==> run_1/clock_wires.png <==
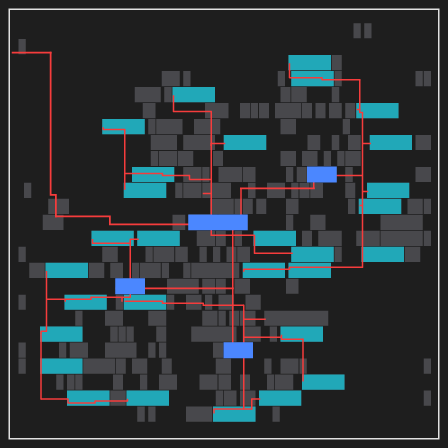
==> run_1/sizing.png <==
Bar = 20 um.
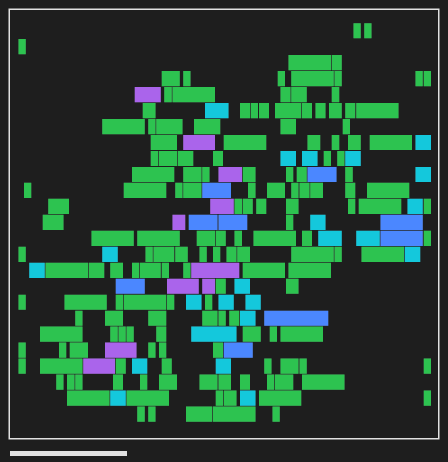
==> run_1/placed.png <==
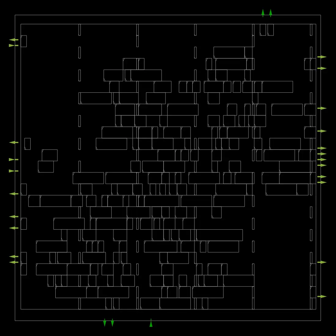
==> run_1/ff_map.png <==
Bar = 20 um. Other sequential cells in the stronger grey, the rest of the logic in the fainter grey.
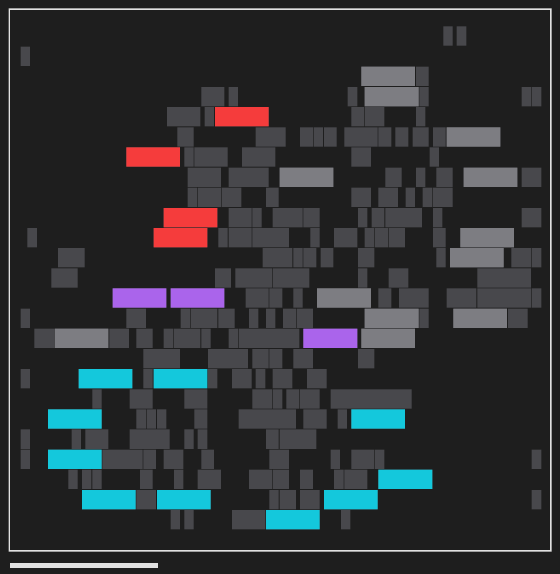
**src/rtl/sdram_aref_sched.sv**
```systemverilog
// SDRAM auto-refresh scheduler: interval timer, postponed-refresh debt and PRE/AR burst sequencer.
// Optional macro SDRAM_AREF_URGENT_EN adds the aref_urgent (debt saturated) output.
module sdram_aref_sched #(
  parameter int T_AREF   = 700,
  parameter int AR_NUM   = 2,
  parameter int TRP      = 2,
  parameter int TRFC     = 7,
  parameter int DEBT_MAX = 4
) (
  input  logic        aref_clk,
  input  logic        aref_rst_n,
  input  logic        init_end,
  input  logic        aref_en,
  output logic        aref_req,
  output logic        aref_busy,
  output logic [3:0]  aref_cmd,
  output logic [1:0]  aref_bank,
  output logic [12:0] aref_addr,
  output logic        aref_end,
`ifdef SDRAM_AREF_URGENT_EN
  output logic        aref_urgent,
`endif
  output logic        aref_ovf
);

  localparam logic [3:0] CMD_PRECHARGE = 4'b0010;
  localparam logic [3:0] CMD_AUTO_REF  = 4'b0001;
  localparam logic [3:0] CMD_NOP       = 4'b0111;

  localparam logic [2:0] ST_IDLE = 3'd0;
  localparam logic [2:0] ST_PRE  = 3'd1;
  localparam logic [2:0] ST_TRP  = 3'd2;
  localparam logic [2:0] ST_AR   = 3'd3;
  localparam logic [2:0] ST_TRFC = 3'd4;
  localparam logic [2:0] ST_END  = 3'd5;

  localparam int CW = $clog2(T_AREF);
  localparam int DW = $clog2(DEBT_MAX + 1);
  localparam logic [CW-1:0] CNT_LAST  = CW'(T_AREF - 1);
  localparam logic [DW-1:0] DEBT_FULL = DW'(DEBT_MAX);
  localparam logic [3:0]    TRP_LAST  = 4'(TRP - 1);
  localparam logic [3:0]    TRFC_LAST = 4'(TRFC - 1);
  localparam logic [3:0]    AR_LIMIT  = 4'(AR_NUM);

  logic [2:0]    state;
  logic [CW-1:0] int_cnt;
  logic [DW-1:0] debt;
  logic [3:0]    wait_cnt;
  logic [3:0]    ar_cnt;
  logic          tick;
  logic          retire;

  assign tick   = init_end && (int_cnt == CNT_LAST);
  assign retire = (state == ST_END);

  always_ff @(posedge aref_clk) begin
    if (!aref_rst_n) begin
      int_cnt <= '0;
    end else if (!init_end || int_cnt == CNT_LAST) begin
      int_cnt <= '0;
    end else begin
      int_cnt <= int_cnt + 1'b1;
    end
  end

  // A tick landing on the retiring edge cancels out; a tick into a full debt only flags overflow.
  always_ff @(posedge aref_clk) begin
    if (!aref_rst_n) begin
      debt     <= '0;
      aref_ovf <= 1'b0;
    end else if (tick && !retire) begin
      if (debt == DEBT_FULL) begin
        aref_ovf <= 1'b1;
      end else begin
        debt <= debt + 1'b1;
      end
    end else if (retire && !tick) begin
      debt <= debt - 1'b1;
    end
  end

  always_ff @(posedge aref_clk) begin
    if (!aref_rst_n) begin
      state    <= ST_IDLE;
      wait_cnt <= '0;
      ar_cnt   <= '0;
    end else begin
      case (state)
        ST_IDLE: begin
          if (init_end && debt != '0 && aref_en) begin
            state <= ST_PRE;
          end
        end
        ST_PRE: begin
          state    <= ST_TRP;
          wait_cnt <= '0;
          ar_cnt   <= '0;
        end
        ST_TRP: begin
          if (wait_cnt == TRP_LAST) begin
            state <= ST_AR;
          end else begin
            wait_cnt <= wait_cnt + 1'b1;
          end
        end
        ST_AR: begin
          state    <= ST_TRFC;
          wait_cnt <= '0;
          ar_cnt   <= ar_cnt + 1'b1;
        end
        ST_TRFC: begin
          if (wait_cnt == TRFC_LAST) begin
            state <= (ar_cnt < AR_LIMIT) ? ST_AR : ST_END;
          end else begin
            wait_cnt <= wait_cnt + 1'b1;
          end
        end
        ST_END: begin
          state <= ST_IDLE;
        end
        default: begin
          state <= ST_IDLE;
        end
      endcase
    end
  end

  // Command and done pulse trail the state by one clock so they leave the block registered.
  always_ff @(posedge aref_clk) begin
    if (!aref_rst_n) begin
      aref_cmd <= CMD_NOP;
      aref_end <= 1'b0;
    end else begin
      if (state == ST_PRE) begin
        aref_cmd <= CMD_PRECHARGE;
      end else if (state == ST_AR) begin
        aref_cmd <= CMD_AUTO_REF;
      end else begin
        aref_cmd <= CMD_NOP;
      end
      aref_end <= (state == ST_END);
    end
  end

  assign aref_req  = (debt != '0) && (state == ST_IDLE);
  assign aref_busy = (state != ST_IDLE);
  assign aref_bank = 2'b11;
  assign aref_addr = 13'h1fff;

`ifdef SDRAM_AREF_URGENT_EN
  assign aref_urgent = (debt == DEBT_FULL);
`endif

endmodule

```
**config.mk**
```make
export PLATFORM = sky130hd
export DESIGN_NAME = sdram_aref_sched
export DESIGN_NICKNAME = d
export VERILOG_FILES = /design/src/rtl/sdram_aref_sched.sv
export SDC_FILE = /design/constraint.sdc
export NUM_CORES = 1
export LEC_CHECK = 0
export CAP_MARGIN = 20
export CORE_UTILIZATION = 30
export CTS_CLUSTER_SIZE = 16
export DETAILED_ROUTE_END_ITERATION = 10
export PLACE_DENSITY = 0.53
export SYNTH_ARGS = -nofsm -noshare
export SYNTH_HDL_FRONTEND = slang
export SYNTH_SLANG_ARGS = --single-unit
```
**constraint.sdc**
```tcl
create_clock -name aref_clk -period 2.15 [get_ports aref_clk]
set_clock_uncertainty 0.2 [all_clocks]
set_input_delay 0.43 -clock aref_clk [delete_from_list [all_inputs] [get_ports aref_clk]]
set_output_delay 0.43 -clock aref_clk [all_outputs]
set_load 0.1 [all_outputs]
```
==> summary.txt, run 1 <==
Synthesis and place-and-route results.

- Per the GRT congestion report, total overflow comes to 0.
- The wire length after detailed routing is 2796 um.
- The most critical setup path has its endpoint at debt[2].
- For reference, the critical path cell chain is ha_2 -> nand4b_2 -> nor4_4 -> nand2_2 -> fa_2 -> nand2_2 -> a2bb2oi_2 -> mux2i_1.
- The detail route stage leaves a number of antenna-violating nets equal to 0.
- The initial cell density of the core is 0.3150.
- The internal power summed over all cells is 930.0 uW.
- The routability congestion estimate from global placement is 0.8036.
- The required arrival time at the worst endpoint is 2.16 ns.
- The data arrival time reported for the critical path is 2.04 ns.
- The layout report lists the non-clock buffer share of cell area as 0.1159.
- The synthesized netlist occupies a cell area of 1508 sq um.
- The global router reports that the layer with the highest usage is met2.
- The buffer depth of the longest clock path is 2.
- In this run the horizontal extent of the chip is 72.89 um.
- The CTS tree is done.
- The count of distinct cell types in the synthesized netlist is 40.
- The biggest cell category by area in the final layout is multi-input combinational cells.
- Of the total power, the clock network draws 0.458.
- Looking at the clock tree report, the root buffer type is sky130_fd_sc_hd__clkbuf_8.
- The DRC violation total left in the routed layout is recorded as 0.
- In this run the number of H-tree levels came out at 2.
- Per report_power, the Clock row totals 584 uW.
- The number of instances in the synthesized netlist is 177.
- Per the cell usage report, the commonest logic cell in the layout is sky130_fd_sc_hd__dfxtp_1.
- The sequential cell area is 580.6 sq um.
- The number of OpenROAD warnings is 28.
- The count of routing violations after the opening detailed-route iteration is 44.
- The clock-pin transition on the worst setup and hold timing paths is 0.06 ns.
- The register with the most flip-flops in the layout has 10 of them.
- The register share after synthesis is 0.3851.
- The via count is 1163.
- The flow reports power dissipated in combinational cells as 151 uW.
- Counting cells, the worst reg-to-reg path comes to 8.
- The worst setup path is launched from a flop.
- The cell count in the Yosys report is 177.
- The commonest register cell after synthesis is sky130_fd_sc_hd__dfxtp_1.
- The worst-case vdd ir drop is 0.2559 mV.
- The final clock period utilization by the worst path is 0.9430.
- The number of max-cap violations is 0.
- Counting stages on the worst path, the most repeated cell is sky130_fd_sc_hd__nand2_2.
- The worst setup path startpoint is int_cnt[0].
- In the final layout, the clock buffer count is 7.
- The quantity of I/O buffers inserted on ports is 10.
- The final critical path time including I/O delays and setup is 2.027 ns.
- Of the total power, combinational logic draws 0.118.
- According to the cell report, flip-flops and latches in the layout number 29.
- The routed length on met3 is 139 um.
- Per the timing report, the most critical flop-to-flop path originates at int_cnt[0].
- The largest register by flop count is int_cnt.
- The flow ran to the end, and the final reports show no timing, DRC or antenna violations.
- The sequential-cell power consumption is 540 uW.
- The switching share of power is 0.2704.
- The global routing usage on met2 is 0.1734.
- Together, buffers and inverters on the worst path number 0.
- The worst hold path belongs to the class flop to flop.
- The number of global-route vias before repair was 1043.
- Across every metal layer, demand over resource in global routing totals 0.1217.
- Setup slack on the worst reg-to-reg path comes out at 0.12 ns.
- The skew report gives the latency at the later pin of the worst-skew pair as 0.28 ns.
- The combinational share of cell area is 0.4495.
- The warning count from the yosys run is 0.
- The area figure in the yosys stat output is 1508 sq um.
- According to the report, the first pass of detailed routing completed in 4 iterations.
- The topmost layer with routed signal wires is met4.
- According to the dpl log, the detail-placed design has an HPWL of 1978 um.
- The routed wire length on met2 is 1170 um.
- The design draws 1.275 mW.
- The share of flip-flops with an asynchronous set or reset after synthesis is 0.
- The final layout contains 211 nets.
- Detailed placement reports a standard cell area of 1712 sq um.
- The die height is 72.89 um.
- In the layout the commonest cells are sky130_fd_sc_hd__dfxtp_1, sky130_fd_sc_hd__nor2_1, sky130_fd_sc_hd__buf_4.
- The area of the multi-input gates is 834.6 sq um.
- Of the total power, registers draw 0.424.
- Non-clock inverters in the final layout number 7.
- The post-CTS repair timing setup buffer count is 1.
- The final hold violation count is 0.
- The number of antenna violations at the first check in global routing is 0.
## Picture notes: clock_wires.png
[red] clock wires | length: 442 um
[cyan] flip-flops | count: 29
[blue] clock-net drivers | count: 5
flops lie: widely spread

## Picture notes: sizing.png
| colour | size | cells | share |
|---|---|---|---|
| blue | x6 and larger | 9 | 4.5% |
| purple | x2 | 10 | 5.0% |
| cyan | x3 and x4 | 23 | 11% |
| green | x1 and smaller | 160 | 79% |
layout overhead on the synthesized area: 23.15%
PnR worst setup slack: 0.1226 ns
non-clock buffer count: 24
fin area: 1857 sq um

## Picture notes: placed.png
total core area: 4786 sq um
Placement Rows: 25
core occupancy in the finished layout: 0.3880
register share of the cell area: 0.3127
tap cells: 67

## Picture notes: ff_map.png
| colour | netlist name | placed flops |
|---|---|---|
| purple | `debt` | 3 |
| cyan | `int_cnt` | 10 |
| red | `wait_cnt` | 4 |
not coloured: 12

[run 1: cell usage after synthesis, drive strengths merged (4+ instances only)]
cell | n | area, sq um
dfxtp | 29 | 580.6
nand3 | 12 | 60.06
xor2 | 5 | 43.79
nor3 | 4 | 20.02
ha | 5 | 62.56
nor2 | 28 | 112.6
inv | 7 | 26.28
xnor2 | 7 | 61.31
nand2 | 18 | 70.07
buf | 19 | 137.6
a21oi | 6 | 30.03
[run 1: tightest hold or removal path: cells and delay by family, from the launching register on]
kind | cells | cell delay [ns]
AND-OR/OR-AND | 1 | 0.05
flip-flops | 1 | 0.32
AND/OR/NAND/NOR | 1 | 0.06
[run 1: per-stage QoR]
step	hold slack, ns	worst slack, ns
after floorplan	0.2198	0.002053
after global placement	0.2630	-0.4174
after detailed placement	0.2599	-0.4653
after CTS	0.2778	0.009161
after global routing	0.3190	-0.005929
final	0.2727	0.1226
[run 1: cell families (layout without fill, tap and decap cells)]
kind of cell	Yosys count	after routing	synth area share
muxes	3	3	0.02075
and+or+nand+nor	80	80	0.2689
AOI/OAI and AO/OA	17	17	0.08215
xor gates and xnor gates	12	12	0.06971
other	2	16	0.004981
DFF	29	29	0.3851
buffers and inverters	28	39	0.1137
adders and majority gates	6	6	0.05477
[run 1: how the worst min path moves through the flow]
| stage | end | cells past startpoint | from | slack [ns] |
|---|---|---|---|---|
| finish | ar_cnt[3] | 2 | ar_cnt[3] | 0.27 |
| floorplan | int_cnt[0] | 1 | int_cnt[0] | 0.22 |
| global placement | aref_ovf | 1 | aref_ovf | 0.26 |
| detailed placement | aref_ovf | 1 | aref_ovf | 0.26 |
| CTS | ar_cnt[3] | 2 | ar_cnt[3] | 0.28 |
| global route | aref_ovf | 1 | aref_ovf | 0.32 |
==> run_1/route_heat.png <==
15 x 15 tiles, from dark blue (low) to red (high), scaled to the fullest tile. Values are wire area over tile area, all layers added.
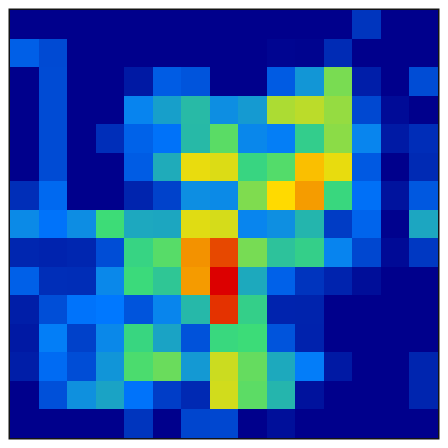

--- run 2 (diff from run 1) ---
ABC_AREA = 1   (was not set)
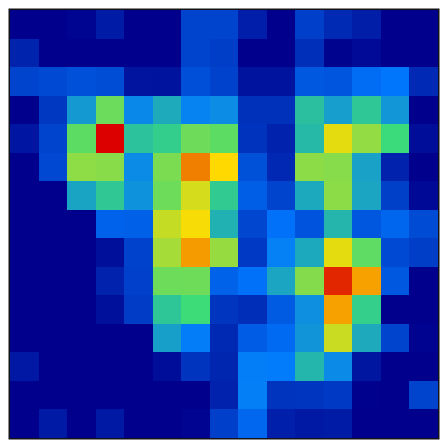
(run_2/route_heat.png)
15 x 15 tiles, from dark blue (low) to red (high), scaled to the fullest tile. Values are wire area over tile area, all layers added.
fullest tile: 0.40
tiles over half the peak: 14%
nearly empty tiles: 31%
mean over tiles: 0.081
via count: 1238
average wire length per cell after detail routing: 9.500 um

==> summary.txt, run 2 <==
Synthesis and place-and-route results.

- The die outline width is 73.30 um (+0.56%).
- The latest clock arrival within the worst-skew pair is 0.28 ns (about the same).
- The routability congestion estimate from global placement is 0.8739 (+8.7%).
- The number of max-cap violations was 0 (unchanged).
- The worst-case vdd ir drop came to 0.2375 mV (-7.2%).
- The count of nets left with antenna violations after detail routing is 0 (unchanged).
- The min-delay analysis places its worst path in the category flop to flop.
- The flip-flop count of the largest register, all copies and words added is 10 (unchanged).
- On the worst path, the slowest cell contributes a delay of 0.35 ns.
- The worst reg-to-reg path cell count is 11 (+3).
- The share of flip-flops with an asynchronous set or reset after synthesis is 0 (unchanged).
- The part of the power in combinational logic came to 0.124 (+0.006).
- The largest register by flop count is int_cnt.
- The area of the placeable core is 4817 sq um (+0.65%).
- The power dissipated in the clock network is 584 uW (about the same).
- The final clock period utilization by the worst path was 0.9308 (-0.01222).
- The number of antenna violations at the first check in global routing is 0 (unchanged).
- By area, the combinational part of the netlist is dominated by simple AND/OR/NAND/NOR gates.
- The fmax is 499.7 MHz.
- Relative to the synthesized area, the layout overhead comes to 20.67%.
- The sequential-cell power consumption is 542 uW (about the same).
- The register share after synthesis was 0.3806 (-0.004422).
- The first-pass iteration count of the detailed router was 4 (unchanged).
- The area fraction in and, or, nand and nor cells after synthesis is 0.2830 (+0.01414).
- The internal power summed over all cells is 932.3 uW (+0.24%).
- Post-synth the commonest register cell is sky130_fd_sc_hd__dfxtp_1.
- The clock-pin transition on the worst setup and hold timing paths was 0.06 ns (about the same).
- The endpoint with the worst hold slack is int_cnt[0].
- Sorting the Yosys area breakdown by cell type puts at the top sky130_fd_sc_hd__dfxtp_1.
- For reference, the top cells by count after synthesis are sky130_fd_sc_hd__dfxtp_1, sky130_fd_sc_hd__nor2_1, sky130_fd_sc_hd__nand2_1.
- The post-CTS repair timing setup buffer count is 0 (-1).
- The start of the worst register-to-register path is int_cnt[0].
- The cell count in the Yosys report came to 200 (+13%).
- The clock share of power came to 0.454 (-0.004).
- The die height is 73.30 um (+0.56%).
- The depth of the worst hold-timing path is 1 (-1).
- The area figure in the yosys stat output is 1525 sq um (+1.2%).
- The critical path endpoint is debt[2].
- The xor and xnor area share after synthesis is 0.02297 (-0.04674).
- The wire length after detailed routing is 2755 um (-1.5%).
- The buffer depth of the longest clock path is 2 (unchanged).
- The count of distinct cell types in the synthesized netlist is 31 (-23%).
- The adder and majority gate portion of the synthesized area is 0.05414 (-0.0006290).
- The final critical path time including I/O delays and setup came to 2.001 ns (-0.02627 ns).
- The initial cell density of the core came to 0.3166 (+0.001591).
- The mux cell area share after synthesis is 0 (-0.02075).
- The sum of overflow across all layers after global routing came to 0 (unchanged).
- The total global routing track utilization was 0.1190 (-0.002716).
- The startpoint of the worst hold path is int_cnt[0].
- The data arrival time of the worst path is 1.98 ns (-0.06 ns).
- The flow ran to the end, and the final reports show no timing, DRC or antenna violations.
- The post-route DRC violation count is 0 (unchanged).
- The clock buffer count from CTS is 5.
- The warning count from the yosys run is 0 (unchanged).
- After synthesis, the cell types taking the most area are sky130_fd_sc_hd__dfxtp_1, sky130_fd_sc_hd__buf_4, sky130_fd_sc_hd__nor2_1.
- The area of the mapped netlist was 1525 sq um (+1.2%).
- The final-stage net count was 232 (+10%).
- The quantity of I/O buffers inserted on ports came to 10 (unchanged).
- For reference, the critical path cell chain is ha_2 -> nand2_1 -> inv_1 -> nand3_2 -> nor2_4 -> nand3_2 -> fa_2 -> nand4_1 -> nand2_2 -> a21oi_1 -> nor2_1.
- The number of global-route vias before repair is 1128 (+8.1%).
- The final hold violation count is 0 (unchanged).
- The element type at the critical path start is a flop.
- Looking at the clock tree report, the root buffer type is sky130_fd_sc_hd__clkbuf_8.
- The highest fanout seen on the critical path is 3.
- The switching share of power was 0.2744 (+0.003959).
- According to the timing report, the critical path is launched from int_cnt[0].
- The count of routing violations after the opening detailed-route iteration is 43 (-2.3%).
- The number of OpenROAD warnings is 28 (unchanged).
- The sequential fraction of design power is 0.422 (-0.002).
- In the layout the commonest cells are sky130_fd_sc_hd__nor2_1, sky130_fd_sc_hd__dfxtp_1, sky130_fd_sc_hd__nand2_1.
- The CTS H-tree depth is 2 (unchanged).
- The most numerous cell type found on the critical path is sky130_fd_sc_hd__nand3_2.
- The number of placement rows is 25 (unchanged).
- The slack of the worst reg-to-reg path came to 0.15 ns (+0.03 ns).
- The and-or/or-and share of the synthesized area is 0.09926 (+0.01710).
- The worst hold-check slack was 0.2179 ns (-0.05483 ns).
- The total power is 1.285 mW (+0.79%).
- TritonCTS built the clock tree.
- The number of instances in the synthesized netlist came to 200 (+13%).
- The core utilization of the finished layout was 0.3821 (-0.005896).
- The power attributed to combinational cells is 159 uW (+5%).
- The required arrival time at the worst endpoint is 2.13 ns (-0.03 ns).
- The post-DP HPWL is 2065 um (+4.4%).
-- run 2: cell types whose count changed in the layout (fill, tap and decap cells not counted), sizes merged, moves of 3 or more --
| cell | delta |
|---|---|
| buf | -5 |
| a31oi | +6 |
| or3 | -3 |
| nor2b | -3 |
| xor2 | -4 |
| nand2 | +12 |
| inv | +19 |
| xnor2 | -4 |
| nor2 | +5 |
| o21ai | +5 |
| nand2b | -3 |
| nand3 | +3 |
-- run 2: metrics by stage --
| step | setup WS (ns) | cell area (sq um) | instances |
|---|---|---|---|
| after floorplan | 0.1505 | 1593 | 214 |
| after global placement | 0.08127 | 1698 | 280 |
| after detailed placement | 0.05169 | 1698 | 280 |
| after CTS | 0.04828 | 1814 | 288 |
| after global routing | -0.01579 | 1841 | 290 |
| final | 0.1488 | 1841 | 290 |
-- run 2: critical path, delay by kind of cell, from the launching register on --
family	cells	cell delay, ns
flip-flops	1	0.34
AND/OR/NAND/NOR	7	0.65
adder cells (fa/ha/maj)	2	0.53
buffers and inverters	1	0.06
AND-OR/OR-AND	1	0.12
-- run 2: layer usage --
layer / vias up / GRT usage / routed length [um]
li1: 655 / - / -
met1: 554 / 0.1400 / 1311
met2: 24 / 0.1872 / 1266
met3: 5 / 0.04115 / 111
met4: 0 / 0.07051 / 65
met5: - / 0 / 0
-- run 2: area by class of cell --
type	count	area (sq um)
fillers	532	2977
multi-input cells	141	785.8
flip-flops and latches	29	581.8
repair buffers	19	175.2
inverters	26	97.59
clock buffers	7	86.33
well taps	67	83.83
clock inverters	1	30.03
-- run 2: kinds of logic after synthesis --
group,Yosys count
buffers and inverters,44
and+or+nand+nor,90
adders and majority gates,6
DFF,29
other,2
AOI/OAI and AO/OA,25
xor gates and xnor gates,4
No activity file was given, so power comes from the tool's default toggle rates.
